==> config.mk <==
export PLATFORM = sky130hd
export DESIGN_NAME = rgb_channel_ctrl_flat
export DESIGN_NICKNAME = d
export VERILOG_FILES = /design/src/rtl/rgb_channel_ctrl_if.sv /design/src/rtl/rgb_channel_ctrl.sv /design/src/flat_wrapper.sv
export SDC_FILE = /design/constraint.sdc
export NUM_CORES = 1
export LEC_CHECK = 0
export CAP_MARGIN = 5
export CORE_UTILIZATION = 25
export DETAILED_ROUTE_END_ITERATION = 7
export SKIP_CTS_REPAIR_TIMING = 1
export SYNTH_ARGS = -nofsm -noshare
export SYNTH_HDL_FRONTEND = slang
export SYNTH_SLANG_ARGS = --single-unit
export TNS_END_PERCENT = 10
==> constraint.sdc <==
create_clock -name clk -period 4.1 [get_ports clk]
set_clock_uncertainty 0.1 [all_clocks]
set_input_delay 0.82 -clock clk [delete_from_list [all_inputs] [get_ports clk]]
set_output_delay 0.82 -clock clk [all_outputs]
set_load 0.01 [all_outputs]
==> src/rtl/rgb_channel_ctrl_if.sv <==
// Encoder/button inputs and PWM level outputs shared between the
// encoder front end and the RGB channel controller.
interface rgb_channel_ctrl_if #(
   parameter int WIDTH = 8
);
   logic             inc;
   logic             dec;
   logic             sel;
   logic [WIDTH-1:0] level0;
   logic [WIDTH-1:0] level1;
   logic [WIDTH-1:0] level2;
   logic [1:0]       chan;
   logic             fading;

   modport master (
      output inc, dec, sel,
      input  level0, level1, level2, chan, fading
   );

   modport slave (
      input  inc, dec, sel,
      output level0, level1, level2, chan, fading
   );
endinterface

==> src/rtl/rgb_channel_ctrl.sv <==
// Three-channel PWM level editor: one encoder edits the selected channel,
// the button cycles EDIT0 -> EDIT1 -> EDIT2 -> FADE, FADE bounces all levels.
module rgb_channel_ctrl #(
   parameter int WIDTH    = 8,
   parameter int STEP     = 1,
   parameter int TICK_DIV = 1024
) (
   input logic               clk,
   input logic               reset_n,
   rgb_channel_ctrl_if.slave bus
);
   localparam int SW = WIDTH + 2;
   localparam int TW = (TICK_DIV > 1) ? $clog2(TICK_DIV) : 1;
   localparam logic signed [SW-1:0] LMAX      = SW'((2 ** WIDTH) - 1);
   localparam logic signed [SW-1:0] STEP_S    = SW'(STEP);
   localparam logic [WIDTH-1:0]     LMAX_U    = {WIDTH{1'b1}};
   localparam logic [TW-1:0]        TICK_LAST = TW'(TICK_DIV - 1);

   typedef enum logic [1:0] {
      EDIT0 = 2'd0,
      EDIT1 = 2'd1,
      EDIT2 = 2'd2,
      FADE  = 2'd3
   } state_t;

   // Result layout {hit, level}: hit means the clamp engaged (fade reverses direction).
   function automatic logic [WIDTH:0] clamp_up(input logic [WIDTH-1:0] lvl,
                                               input logic signed [SW-1:0] amt);
      logic signed [SW-1:0] s;
      s = $signed({2'b00, lvl}) + amt;
      if (s >= LMAX) clamp_up = {1'b1, LMAX_U};
      else           clamp_up = {1'b0, s[WIDTH-1:0]};
   endfunction

   function automatic logic [WIDTH:0] clamp_dn(input logic [WIDTH-1:0] lvl,
                                               input logic signed [SW-1:0] amt);
      logic signed [SW-1:0] l;
      logic signed [SW-1:0] s;
      l = $signed({2'b00, lvl});
      s = l - amt;
      if (l <= amt) clamp_dn = {1'b1, {WIDTH{1'b0}}};
      else          clamp_dn = {1'b0, s[WIDTH-1:0]};
   endfunction

   state_t                  state, state_nxt;
   logic [TW-1:0]           tick_p0;
   logic [2:0][WIDTH-1:0]   lvl_p0, lvl_nxt;
   logic [2:0]              dir_p0, dir_nxt;
   logic                    fading_p0;

   always_ff @(posedge clk or negedge reset_n) begin
      if (!reset_n) state <= EDIT0;
      else          state <= state_nxt;
   end

   always_comb begin
      state_nxt = state;
      if (bus.sel) begin
         case (state)
            EDIT0:   state_nxt = EDIT1;
            EDIT1:   state_nxt = EDIT2;
            EDIT2:   state_nxt = FADE;
            default: state_nxt = EDIT0;
         endcase
      end
   end

   // tick only runs while fading; any sel or non-FADE state parks it at 0
   always_ff @(posedge clk or negedge reset_n) begin
      if (!reset_n)
         tick_p0 <= '0;
      else if (bus.sel || state != FADE || tick_p0 == TICK_LAST)
         tick_p0 <= '0;
      else
         tick_p0 <= tick_p0 + 1'b1;
   end

   always_comb begin
      logic [WIDTH:0] r;
      r       = '0;
      lvl_nxt = lvl_p0;
      dir_nxt = dir_p0;
      if (bus.sel) begin
         if (state == EDIT2) dir_nxt = '1;
      end else if (state == FADE) begin
         if (tick_p0 == TICK_LAST) begin
            for (int k = 0; k < 3; k++) begin
               if (dir_p0[k]) r = clamp_up(lvl_p0[k], SW'((k + 1) * STEP));
               else           r = clamp_dn(lvl_p0[k], SW'((k + 1) * STEP));
               lvl_nxt[k] = r[WIDTH-1:0];
               if (r[WIDTH]) dir_nxt[k] = ~dir_p0[k];
            end
         end
      end else begin
         for (int k = 0; k < 3; k++) begin
            if (state == state_t'(k)) begin
               if (bus.inc && !bus.dec) begin
                  r = clamp_up(lvl_p0[k], STEP_S);
                  lvl_nxt[k] = r[WIDTH-1:0];
               end else if (bus.dec && !bus.inc) begin
                  r = clamp_dn(lvl_p0[k], STEP_S);
                  lvl_nxt[k] = r[WIDTH-1:0];
               end
            end
         end
      end
   end

   always_ff @(posedge clk or negedge reset_n) begin
      if (!reset_n) begin
         lvl_p0    <= '0;
         dir_p0    <= '1;
         fading_p0 <= 1'b0;
      end else begin
         lvl_p0    <= lvl_nxt;
         dir_p0    <= dir_nxt;
         fading_p0 <= (state_nxt == FADE);
      end
   end

   assign bus.level0 = lvl_p0[0];
   assign bus.level1 = lvl_p0[1];
   assign bus.level2 = lvl_p0[2];
   assign bus.chan   = state;
   assign bus.fading = fading_p0;
endmodule
==> src/flat_wrapper.sv <==
// flat-port wrapper written by rule: the top's interface ports become plain ports
module rgb_channel_ctrl_flat 
#(
   parameter int WIDTH    = 8,
   parameter int STEP     = 1,
   parameter int TICK_DIV = 1024
)
  (clk, reset_n, bus_inc, bus_dec, bus_sel, bus_level0, bus_level1, bus_level2, bus_chan, bus_fading);
  rgb_channel_ctrl_if #(.WIDTH(WIDTH)) bus_i ();
  input logic clk;
  input logic reset_n;
  input wire logic [$bits(bus_i.inc)-1:0] bus_inc;
  input wire logic [$bits(bus_i.dec)-1:0] bus_dec;
  input wire logic [$bits(bus_i.sel)-1:0] bus_sel;
  output wire logic [$bits(bus_i.level0)-1:0] bus_level0;
  output wire logic [$bits(bus_i.level1)-1:0] bus_level1;
  output wire logic [$bits(bus_i.level2)-1:0] bus_level2;
  output wire logic [$bits(bus_i.chan)-1:0] bus_chan;
  output wire logic [$bits(bus_i.fading)-1:0] bus_fading;
  assign bus_i.inc = bus_inc;
  assign bus_i.dec = bus_dec;
  assign bus_i.sel = bus_sel;
  assign bus_level0 = bus_i.level0;
  assign bus_level1 = bus_i.level1;
  assign bus_level2 = bus_i.level2;
  assign bus_chan = bus_i.chan;
  assign bus_fading = bus_i.fading;
  rgb_channel_ctrl #(.WIDTH(WIDTH), .STEP(STEP), .TICK_DIV(TICK_DIV)) u_core (.clk(clk), .reset_n(reset_n), .bus(bus_i));
endmodule
==> flow_metrics.env, run 1 <==
# physical design summary
export IMPL_cp_endpoint="u_core.bus.level2[4]"
export IMPL_n_fill_cell=1659
export IMPL_drv_slew=0
export IMPL_clock_path_buffers=2
export IMPL_clk_pin_slew_worst_paths_ns=0.07
export IMPL_fin_hold_ws_ns=0.412
export IMPL_p_comb_share_pct=54.9
export IMPL_met1_usage_pct=19.0
export IMPL_antenna_found_initial=0
export IMPL_cp_end_kind="register"
export IMPL_cts_buffers=5
export IMPL_synth_xor_area_share_pct=4.88
export IMPL_stdcell_area_um2=4560
export IMPL_top_register="u_core.tick_p0"
export IMPL_ys_flops=40
export IMPL_syn_instance_count=517
export IMPL_grt_max_degree=41
export IMPL_drtAntennaViolNets=0
export IMPL_post_route_drc_count=0
export IMPL_swShare_pct=49.1
export IMPL_wl_per_cell_um=15.7
export IMPL_power_mw=3.28
export IMPL_finalCritPeriodShare_pct=79.9
export IMPL_worstSetupPathType="in -> reg"
export IMPL_drive_gt1_share_pct=5.94
export IMPL_core_um2=15300
export IMPL_comb_area_share_pct=59.4
export IMPL_yosysSeqAreaShare_pct=25.5
export IMPL_pre_cts_ws_ns=0.560
export IMPL_powerDensity_nw_per_um2=719
export IMPL_cp_required_ns=4.18
export IMPL_status="complete, no violations"
export IMPL_dr_wl_met3_um=623
export IMPL_buffer_area_share_pct=7.02
export IMPL_grt_overflow_total=0
[run 1: synth_stat cells (3+ instances only)]
cell type,number
o211ai_1,7
nand3_1,23
a31oi_1,11
nor4_1,6
and2_1,6
clkbuf_1,23
a221oi_1,6
mux2_2,4
dfstp_2,3
xor2_1,10
or3_1,6
nand2b_1,8
a21oi_1,35
nand4_1,16
inv_1,21
nor3_1,21
o32a_1,3
a211oi_1,6
o22ai_1,5
buf_2,10
xnor2_1,12
and3_1,8
ha_1,20
o21a_1,4
nor3b_1,5
o31ai_1,7
or4_1,3
nor2_1,50
dfrtp_1,37
o21ai_0,32
mux2i_1,4
o211a_1,4
nand2_1,36
a211o_1,4
a21boi_0,6
nor2b_1,3
o221ai_1,4
o31a_1,4
[run 1: cell usage in the layout (no fill, tap or decap), drive strengths merged, types with 7 or more instances in the layout]
| cell | synthesis | final |
|---|---|---|
| ha | 20 | 20 |
| o211ai | 7 | 7 |
| clkdlybuf4s50 | 0 | 30 |
| nor4 | 7 | 7 |
| and3 | 8 | 8 |
| nand4 | 16 | 16 |
| o21ai | 33 | 33 |
| nand2 | 36 | 36 |
| inv | 22 | 22 |
| nand3 | 23 | 23 |
| nor3 | 21 | 21 |
| xor2 | 10 | 10 |
| a31oi | 11 | 11 |
| nor2 | 51 | 51 |
| nand2b | 8 | 8 |
| or3 | 7 | 7 |
| o31ai | 7 | 7 |
| a21oi | 35 | 35 |
| dfrtp | 37 | 37 |
| xnor2 | 12 | 12 |
| a211oi | 7 | 7 |
[run 1: critical path, cell delays in order]
cell and delay [ns]:
clkdlybuf4s50_1 0.45, inv_1 0.04, ha_1 0.28, nor2_1 0.29, nand3_1 0.23, a21o_1 0.20, a31oi_1 0.51, o221ai_1 0.25
a31o_2 0.28
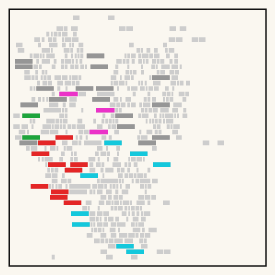
Fig. 1. Register map, names as in the netlist (run 1).
Drawn at 2 px/um. Other sequential cells in the stronger gray, the rest of the logic in the fainter gray.
red -> u_core.tick_p0  # placed flops 10, where west
green -> u_core.bus.chan  # placed flops 2
magenta -> u_core.dir_p0  # placed flops 3
cyan -> u_core.bus.level1  # placed flops 8
flop share of the area: 22.0%
Layout Utilization: 29.8%
FF+latch area: 1000 um^2
seq pwr: 1.00 mW

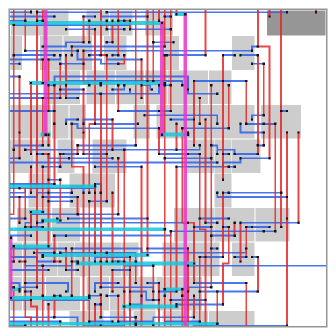
Fig. 2. A small window of the routed layout (run 1).
Region (51, 26) to (76, 51) um. Cells in gray, sequential cells in the stronger gray; small squares are vias.
magenta -> M4
blue -> M1
cyan -> M3
red -> M2
netlist names of flops here include = u_core.bus.level1 (1)
sequential cells in the window = 1
most frequent = nand2_1 (6), o21ai_0 (5)
cells with their middle in the window = 52

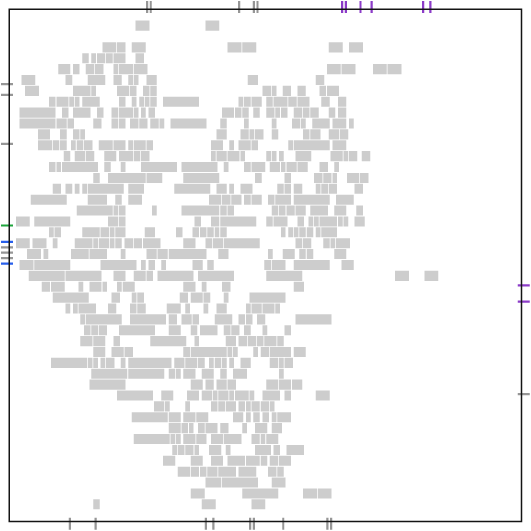
Fig. 3. Pin placement (run 1).
Drawn at 4 px/um. Pins as bars across the die edge, other pins in gray.
green -> bus_sel  # pins 1, direction input, edge west
purple -> bus_level2  # pins 8, direction output, edge 6 north, 2 east
blue -> bus_chan  # pins 2, direction output, edge west
all pins by edge = 11 north, 9 west, 9 south, 3 east
Port Buf Inserts: 31
die height: 128 um
Die Span X: 128 um

==> run 1 -> run 2 <==
- clock period: 4.1 -> 3.25 ns (I/O delays scaled with it)
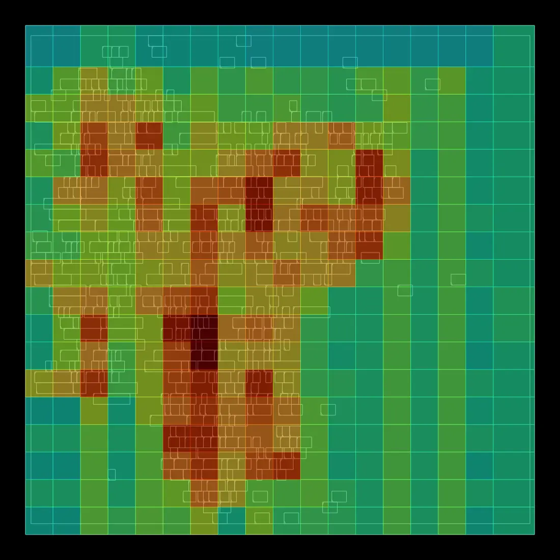
Fig. 4. Congestion heat map (run 2).
drt wl/cell: 16.0 um
GRT Util Overall: 15.2%
grt peak-use layer: met2
Global Route met3 Usage: 1.50%
GR Util met2: 25.3%

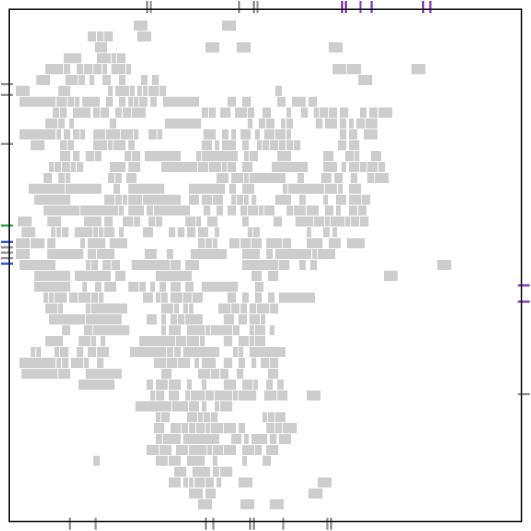
Fig. 5. Pin placement (run 2).
Drawn at 4 px/um. Pins as bars across the die edge, other pins in gray.
purple -> bus_level2  # pins 8, direction output, edge 6 north, 2 east
green -> bus_sel  # pins 1, direction input, edge west
blue -> bus_chan  # pins 2, direction output, edge west
all pins by edge = 11 north, 9 west, 9 south, 3 east

==> flow_metrics.env, run 2 <==
# physical design summary
export IMPL_warnings=38
export IMPL_adder_share_pct=6.34
export IMPL_fin_tns_setup_ns=0
export IMPL_drtAntennaViolNets=0
export IMPL_async_flop_share_pct=100
export IMPL_ys_sh_simple_pct=26.1
export IMPL_stdcell_area_um2=4690
export IMPL_final_cell_mix="50 x nor2_1, 37 x dfrtp_1, 36 x nand2_1"
export IMPL_grt_overflow_total=0
export IMPL_critPathLaunch="bus_dec"
export IMPL_irDropWorstVdd_mv=0.495
export IMPL_clock_path_buffers=2
export IMPL_clock_sinks=40
export IMPL_cts_tree="built"
export IMPL_gp_congestion=0.910
export IMPL_synth_chip_area_um2=3950
export IMPL_path_max_fanout=4
export IMPL_die_width_um=128
export IMPL_hold_viol=0
export IMPL_grt_pass1_wl_um=20400
export IMPL_rows=45
export IMPL_drive_gt1_share_pct=9.38
export IMPL_drt_total_wl_um=12100
export IMPL_syn_instance_count=517
export IMPL_avgSynthCellArea_um2=7.64
export IMPL_p_leak_nw=1.77
export IMPL_ys_flops=40
export IMPL_place_inst=747
export IMPL_synth_xor_area_share_pct=4.88
export IMPL_syn_num_nets=542
export IMPL_min_period_ns=2.69
export IMPL_edf_count=0
export IMPL_yosys_top_cells_count="50 x nor2_1, 37 x dfrtp_1, 36 x nand2_1, 35 x a21oi_1, 32 x o21ai_0"
export IMPL_cts_htree_levels=2
export IMPL_post_route_drc_count=0
export IMPL_clk_pin_slew_worst_paths_ns=0.06
export IMPL_powerDensity_nw_per_um2=896
export IMPL_finalCritPeriodShare_pct=82.8
export IMPL_cp_end_kind="register"
export IMPL_area_growth_pct=18.7
export IMPL_cts_buffers=5
export IMPL_worstSetupPathType="in -> reg"
export IMPL_relSlewSlack_pct=24.8
export IMPL_fin_hold_ws_ns=0.407
export IMPL_final_common_cell="nor2_1"
export IMPL_cp_required_ns=3.32
export IMPL_critical_path_startpoint_type="input pin"
export IMPL_core_um2=15300
export IMPL_arrival_ns=2.76
export IMPL_ys_sh_aoi_pct=29.1
export IMPL_post_dp_hpwl_um=8710
export IMPL_antenna_found_initial=0
export IMPL_cts_root_buffer_cell="clkbuf_16"
export IMPL_drtPass1Iterations=5
export IMPL_place_area_um2=4550
export IMPL_grt_pass1_vias=4015
export IMPL_r2r_slack_ns=0.61
export IMPL_status="complete, no violations"
export IMPL_top_register="u_core.tick_p0"
export IMPL_grt_setup_unrepaired="false"
export IMPL_vias=4166
export IMPL_chipArea_um2=16300
export IMPL_ys_cells=517
export IMPL_cp_endpoint="u_core.bus.level2[4]"
export IMPL_rr_startpoint="u_core.bus.level2[5]"
export IMPL_top_cell="nor2_1"
export IMPL_ioPinCount=32
export IMPL_grt_max_degree=41
export IMPL_drv_slew=0
export IMPL_die_y_um=128
export IMPL_fin_cells=755
export IMPL_fp_util_pct=25.8
export IMPL_synth_main_ff_cell="dfrtp_1"
export IMPL_port_buffers=31
export IMPL_yosysSeqAreaShare_pct=25.5
export IMPL_pre_cts_ws_ns=0.289
[run 2: cell types whose count changed in the layout (fill, tap and decap cells not counted)]
cell	delta
buf_4	+22
clkbuf_1	+2
bufinv_16	-1
clkbuf_8	-1
clkinv_2	+1
clkinv_4	-1
[run 2: final cells by class]
cell class / instances / area, um^2
Inverter: 23 / 86.3
Tap cell: 211 / 264
Fill cell: 1653 / 10600
Sequential cell: 40 / 1000
Clock inverter: 1 / 5.00
Multi-Input combinational cell: 418 / 2710
Clock buffer: 7 / 133
Timing Repair Buffer: 55 / 485
[run 2: cells by family after synthesis]
family	Yosys count
buffers and inverters	59
AOI/OAI and AO/OA	166
muxes	8
DFF	40
adders and majority gates	20
and+or+nand+nor	202
xor gates and xnor gates	22
[run 2: metal layers]
layer	vias to the layer above	track usage, %	part of all wire (%)
li1	1996	-	-
met1	2006	20.5	46
met2	152	25.3	47
met3	12	1.50	5.1
met4	0	5.54	1.4
met5	-	0	0
[run 2: per-stage QoR]
step                      util (%)  power [mW]
after floorplan                  -        2.72
after global placement        29.7        3.64
after detailed placement      29.7        3.68
after CTS                     30.6        4.18
after global routing          30.6        4.54
final                         30.6        4.20
[run 2: power by group]
| part | internal (mW) | switching (mW) | leakage [nW] |
|---|---|---|---|
| Clock | 0.284 | 0.197 | 0.0679 |
| Sequential | 0.671 | 0.380 | 0.488 |
| Combinational | 1.18 | 1.49 | 1.22 |
| Total | 2.13 | 2.07 | 1.77 |
[run 2: critical path, stage by stage]
cell	delay (ns)
clkdlybuf4s50_1	0.45
inv_1	0.04
ha_1	0.29
nor2_1	0.14
nand3_1	0.18
a21o_1	0.20
a31oi_1	0.35
o221ai_1	0.20
a31o_2	0.26
Power is estimated from default activity; no workload was simulated.
